File: config.mk
export PLATFORM = sky130hd
export DESIGN_NAME = rr_arbiter_16
export DESIGN_NICKNAME = d
export VERILOG_FILES = /design/src/rtl/rr_arbiter_16.sv
export SDC_FILE = /design/constraint.sdc
export NUM_CORES = 1
export LEC_CHECK = 0
export CORE_MARGIN = 2
export CORE_UTILIZATION = 40
export CTS_CLUSTER_SIZE = 20
export DETAILED_ROUTE_END_ITERATION = 8
export GPL_ROUTABILITY_DRIVEN = 0
export HOLD_SLACK_MARGIN = 0.1
export PLACE_DENSITY = 0.65
export SLEW_MARGIN = 20
export SYNTH_ARGS = -nofsm -noshare
export SYNTH_HDL_FRONTEND = slang
export SYNTH_HIERARCHICAL = 1
export SYNTH_SLANG_ARGS = --single-unit
File: constraint.sdc
create_clock -name clk -period 7.3 [get_ports clk]
set_input_delay 2.19 -clock clk [delete_from_list [all_inputs] [get_ports clk]]
set_output_delay 2.19 -clock clk [all_outputs]
set_load 0.02 [all_outputs]
File: src/rtl/rr_arbiter_16.sv
// Round-robin arbiter: one shared resource, 16 level-held requesters, with a bounded hold time.
// Latency: a request seen in IDLE is granted after one edge. A released grant is followed by one dead RELEASE cycle.
// Backpressure: req is held by the requester until served. Requests raised during GRANT/RELEASE wait for IDLE.
//
// Ports: clk, rst (async active-high); req[15:0] level requests; done release pulse from owner;
//        grant_en/grant_idx registered owner; grant one-hot decode of them; busy (GRANT or RELEASE);
//        timeout 1-cycle pulse when the hold limit forces a release.

module decoder_4_to_16 (
    input  logic        en,
    input  logic [3:0]  a,
    output logic [15:0] y
);
    always_comb begin
        y = '0;
        if (en) y[a] = 1'b1;
    end
endmodule

module rr_arbiter_16 #(
    parameter int HOLD_W   = 8,
    parameter int MAX_HOLD = 255
) (
    input  logic        clk,
    input  logic        rst,
    input  logic [15:0] req,
    input  logic        done,
    output logic        grant_en,
    output logic [3:0]  grant_idx,
    output logic [15:0] grant,
    output logic        busy,
    output logic        timeout
);
    typedef enum logic [1:0] {IDLE, GRANT, RELEASE} state_t;

    localparam bit              USE_LIMIT  = (MAX_HOLD != 0);
    localparam logic [HOLD_W-1:0] HOLD_LIMIT = USE_LIMIT ? HOLD_W'(MAX_HOLD - 1) : '0;

    state_t            state;
    logic [3:0]        ptr;
    logic [HOLD_W-1:0] hold_cnt;
    logic [3:0]        winner;
    logic              hold_hit;
    logic              owner_req;
    logic              release_now;

    // Scan from the highest offset down so the lowest offset from ptr wins.
    always_comb begin
        winner = '0;
        for (int k = 15; k >= 0; k--) begin
            if (req[ptr + 4'(k)]) winner = ptr + 4'(k);
        end
    end

    assign hold_hit    = USE_LIMIT && (hold_cnt == HOLD_LIMIT);
    assign owner_req   = req[grant_idx];
    assign release_now = done || !owner_req || hold_hit;

    always_ff @(posedge clk or posedge rst) begin
        if (rst) begin
            state     <= IDLE;
            ptr       <= '0;
            hold_cnt  <= '0;
            grant_en  <= 1'b0;
            grant_idx <= '0;
            busy      <= 1'b0;
            timeout   <= 1'b0;
        end else begin
            case (state)
                IDLE: begin
                    timeout <= 1'b0;
                    if (|req) begin
                        grant_idx <= winner;
                        grant_en  <= 1'b1;
                        busy      <= 1'b1;
                        hold_cnt  <= '0;
                        state     <= GRANT;
                    end
                end
                GRANT: begin
                    if (hold_cnt != '1) hold_cnt <= hold_cnt + 1'b1;
                    if (release_now) begin
                        grant_en <= 1'b0;
                        ptr      <= grant_idx + 4'd1;
                        // Only a genuine forced release flags timeout; done or withdrawal win.
                        timeout  <= hold_hit && !done && owner_req;
                        state    <= RELEASE;
                    end
                end
                RELEASE: begin
                    busy    <= 1'b0;
                    timeout <= 1'b0;
                    state   <= IDLE;
                end
                default: begin
                    state    <= IDLE;
                    grant_en <= 1'b0;
                    busy     <= 1'b0;
                    timeout  <= 1'b0;
                end
            endcase
        end
    end

    decoder_4_to_16 u_dec (
        .en (grant_en),
        .a  (grant_idx),
        .y  (grant)
    );
endmodule
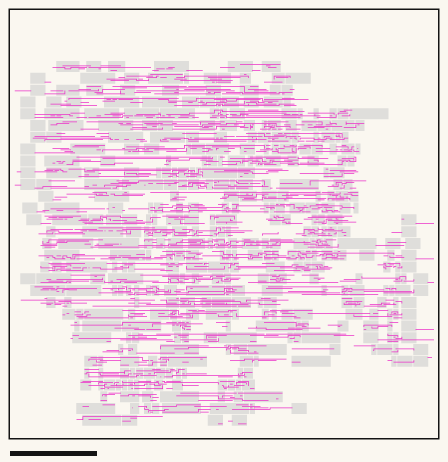
Run 1: signal wires on met1
The bar under the picture is 20 um long. Cells faint in the background.
main direction: horizontal
share of all routed wire: 44%
wire length on this layer: 4670 um
nets with wire on the layer: 402
longest straight run: 39.1 um

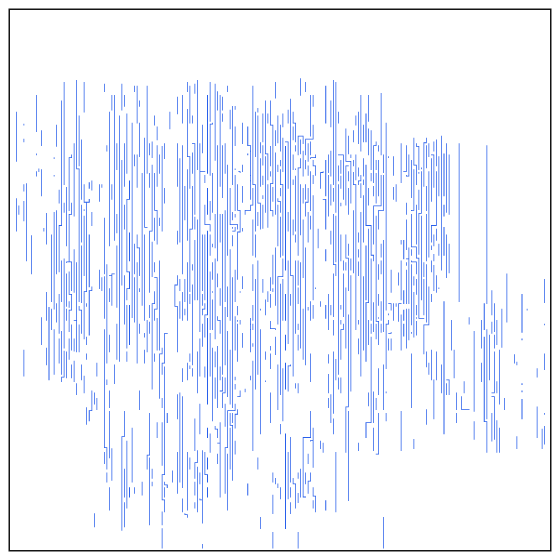
Run 1: metal 2
longest straight run: 44.9 um
wire length on this layer: 5030 um
main direction: vertical
nets with wire on the layer: 384
share of all routed wire: 47%

==> flow_metrics.tcl, run 1 <==
# place-and-route summary
set metrics [dict create \
    outcome "completed" \
    critical_path.reg2reg.endpoint "grant_idx[1]$_DFFE_PP0P_" \
    cp_max_fo 9 \
    most_common_logic_cells_in_the_final_layout "41 x sky130_fd_sc_hd__clkdlybuf4s50_1, 39 x sky130_fd_sc_hd__nand2_1, 36 x sky130_fd_sc_hd__nor2_1" \
    slew_margin_rel_pct 35.32 \
    min_to "state[0]$_DFFE_PP0P_" \
    dr.first_iter.drc_count 320 \
    ratio_of_cells_with_drive_above_1_in_the_final_layout_pct 14.35 \
    io_pins 42 \
    postSynthAreaPerCell_um2 9.065 \
    path_cells "clkdlybuf4s50_1 > mux4_1 > mux2i_1 > mux2_2 > nand3b_1 > or3_1 > a31oi_1 > a2111oi_1 > a2bb2oi_1" \
    die-height_um 98.73 \
    drt_wl_total_um 10710 \
    cts_max_path_buffers 2 \
    top_area_share_pct 17.57 \
    cp_num_cells 9 \
    required_ns 7.45 \
    ys.flops 21 \
    min_delay_path_class "flip-flop to flip-flop" \
]
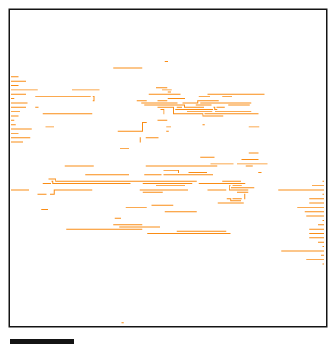
Run 1: M3 wires
The bar under the picture is 20 um long.
longest straight run: 43.9 um
wire length on this layer: 834 um
nets with wire on the layer: 101
main direction: horizontal
vias: 3530
GR Layer Usage met3: 1.489%

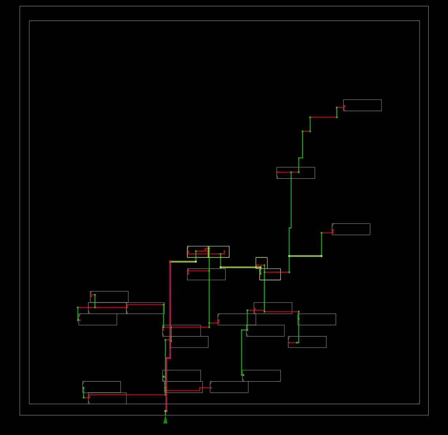
Run 1: the clock network
clk_lat worst skew: 0.27 ns
number of sinks handled by clock tree synthesis: 21
final sequential cell count: 21
number of buffers created by CTS: 3

==> run 1: flip-flops by register name, indices dropped and copies added, names as in the netlist <==
| name | count |
|---|---|
| state | 2 |
| ptr | 4 |
| grant_en | 1 |
| timeout | 1 |
| hold_cnt | 8 |
| grant_idx | 4 |
| busy | 1 |
==> run 1: layer usage <==
layer / global-route usage (%) / part of all wire [%] / up-vias
met1: 31.84 / 44 / 1709
met2: 36.47 / 47 / 211
li1: - / - / 1592
met5: 0 / 0 / -
met3: 1.489 / 7.8 / 18
met4: 4.742 / 1.6 / 0
==> run 1: final cells by class <==
type / instances / area share [%]
Multi-Input combinational cell: 338 / 70.29
Sequential cell: 21 / 12.86
Timing Repair Buffer: 45 / 10.78
Tap cell: 108 / 3.308
Inverter: 17 / 1.562
Clock buffer: 3 / 1.011
Clock inverter: 1 / 0.1838
--- run 2 (diff from run 1) ---
==> constraint.sdc (replaced) <==
create_clock -name clk -period 4.5 [get_ports clk]
set_input_delay 1.35 -clock clk [delete_from_list [all_inputs] [get_ports clk]]
set_output_delay 1.35 -clock clk [all_outputs]
set_load 0.02 [all_outputs]
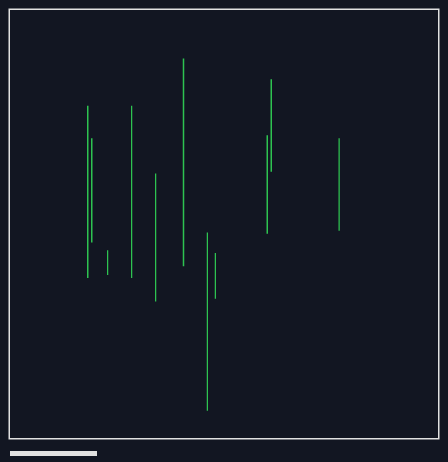
Run 2: signal wires on met4
The bar under the picture is 20 um long.
main direction: vertical
nets with wire on the layer: 11
wire length on this layer: 301 um
longest straight run: 47.6 um
total routed wirelength: 10920 um
vias: 3496

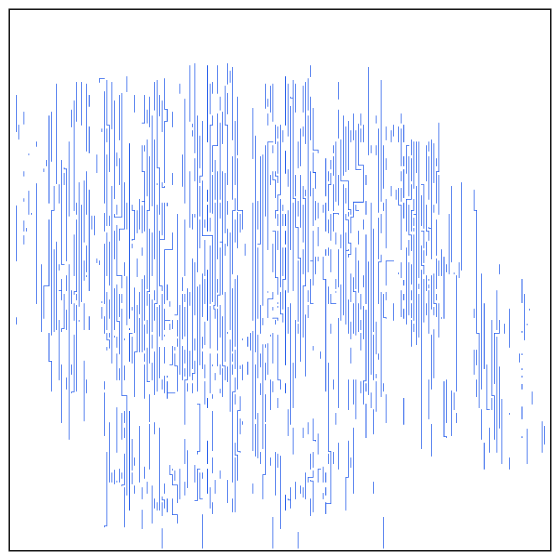
Run 2: metal 2
wire length on this layer: 5110 um
main direction: vertical
share of all routed wire: 47%

==> run 2 against run 1 <==
  * Sequential cell count is the same
  * Global-route usage rose by 0.70 points
  * Setup slack got worse by 1.9 ns
  * Synthesized cell count did not move
  * Non-clock buffer count up 9
  * Count of clock-buffer cells in the layout up 1
  * Critical path type unchanged
  * Critical endpoint is now grant_idx[2]$_DFFE_PP0P_
==> flow_metrics.tcl, run 2 <==
# place-and-route summary
set metrics [dict create \
    fraction_of_area_in_clock_buffers_and_inverters_pct 1.086 \
    busiest_layer "met2" \
    cp_num_cells 8 \
    largest-register "hold_cnt" \
    final.clkbuf_count 4 \
    io_pins 42 \
    layout_top_registers "hold_cnt: 8 flops, grant_idx: 4 flops, ptr: 4 flops" \
    number_of_signal_net_buffers_in_the_layout 54 \
    inv_count 17 \
    cts_max_path_buffers 2 \
    ratio_of_cells_with_drive_above_1_in_the_final_layout_pct 15.90 \
    clock-sinks 21 \
    most_common_logic_cells_in_the_final_layout "41 x sky130_fd_sc_hd__clkdlybuf4s50_1, 39 x sky130_fd_sc_hd__nand2_1, 36 x sky130_fd_sc_hd__nor2_1" \
    ys.flops 21 \
    outcome "completed" \
    comb_area_share_pct 69.21 \
    slew_margin_rel_pct 42.41 \
    layout.sequential_cells 21 \
    grt.met3_usage_pct 1.631 \
    cp_max_fo 9 \
    global_route.usage.met1_pct 32.36 \
    routed-wl-met3_um 731 \
]
-- run 2: cell count changes in the layout (fill, tap and decap cells not counted), sizes merged --
cell / before / now
buf: 4 / 13
clkbuf: 3 / 4
clkinvlp: 1 / 0
-- run 2: metrics by stage --
step	util [%]	worst slack [ns]	hold WS [ns]
2_1_floorplan	-	0.8230	0.4663
3_3_place_gp	47.06	0.4113	0.4820
3_5_place_dp	47.06	0.3489	0.4896
4_1_cts	47.58	0.6301	0.5072
5_1_grt	47.58	0.4367	0.5293
6_report	47.58	0.6272	0.5053
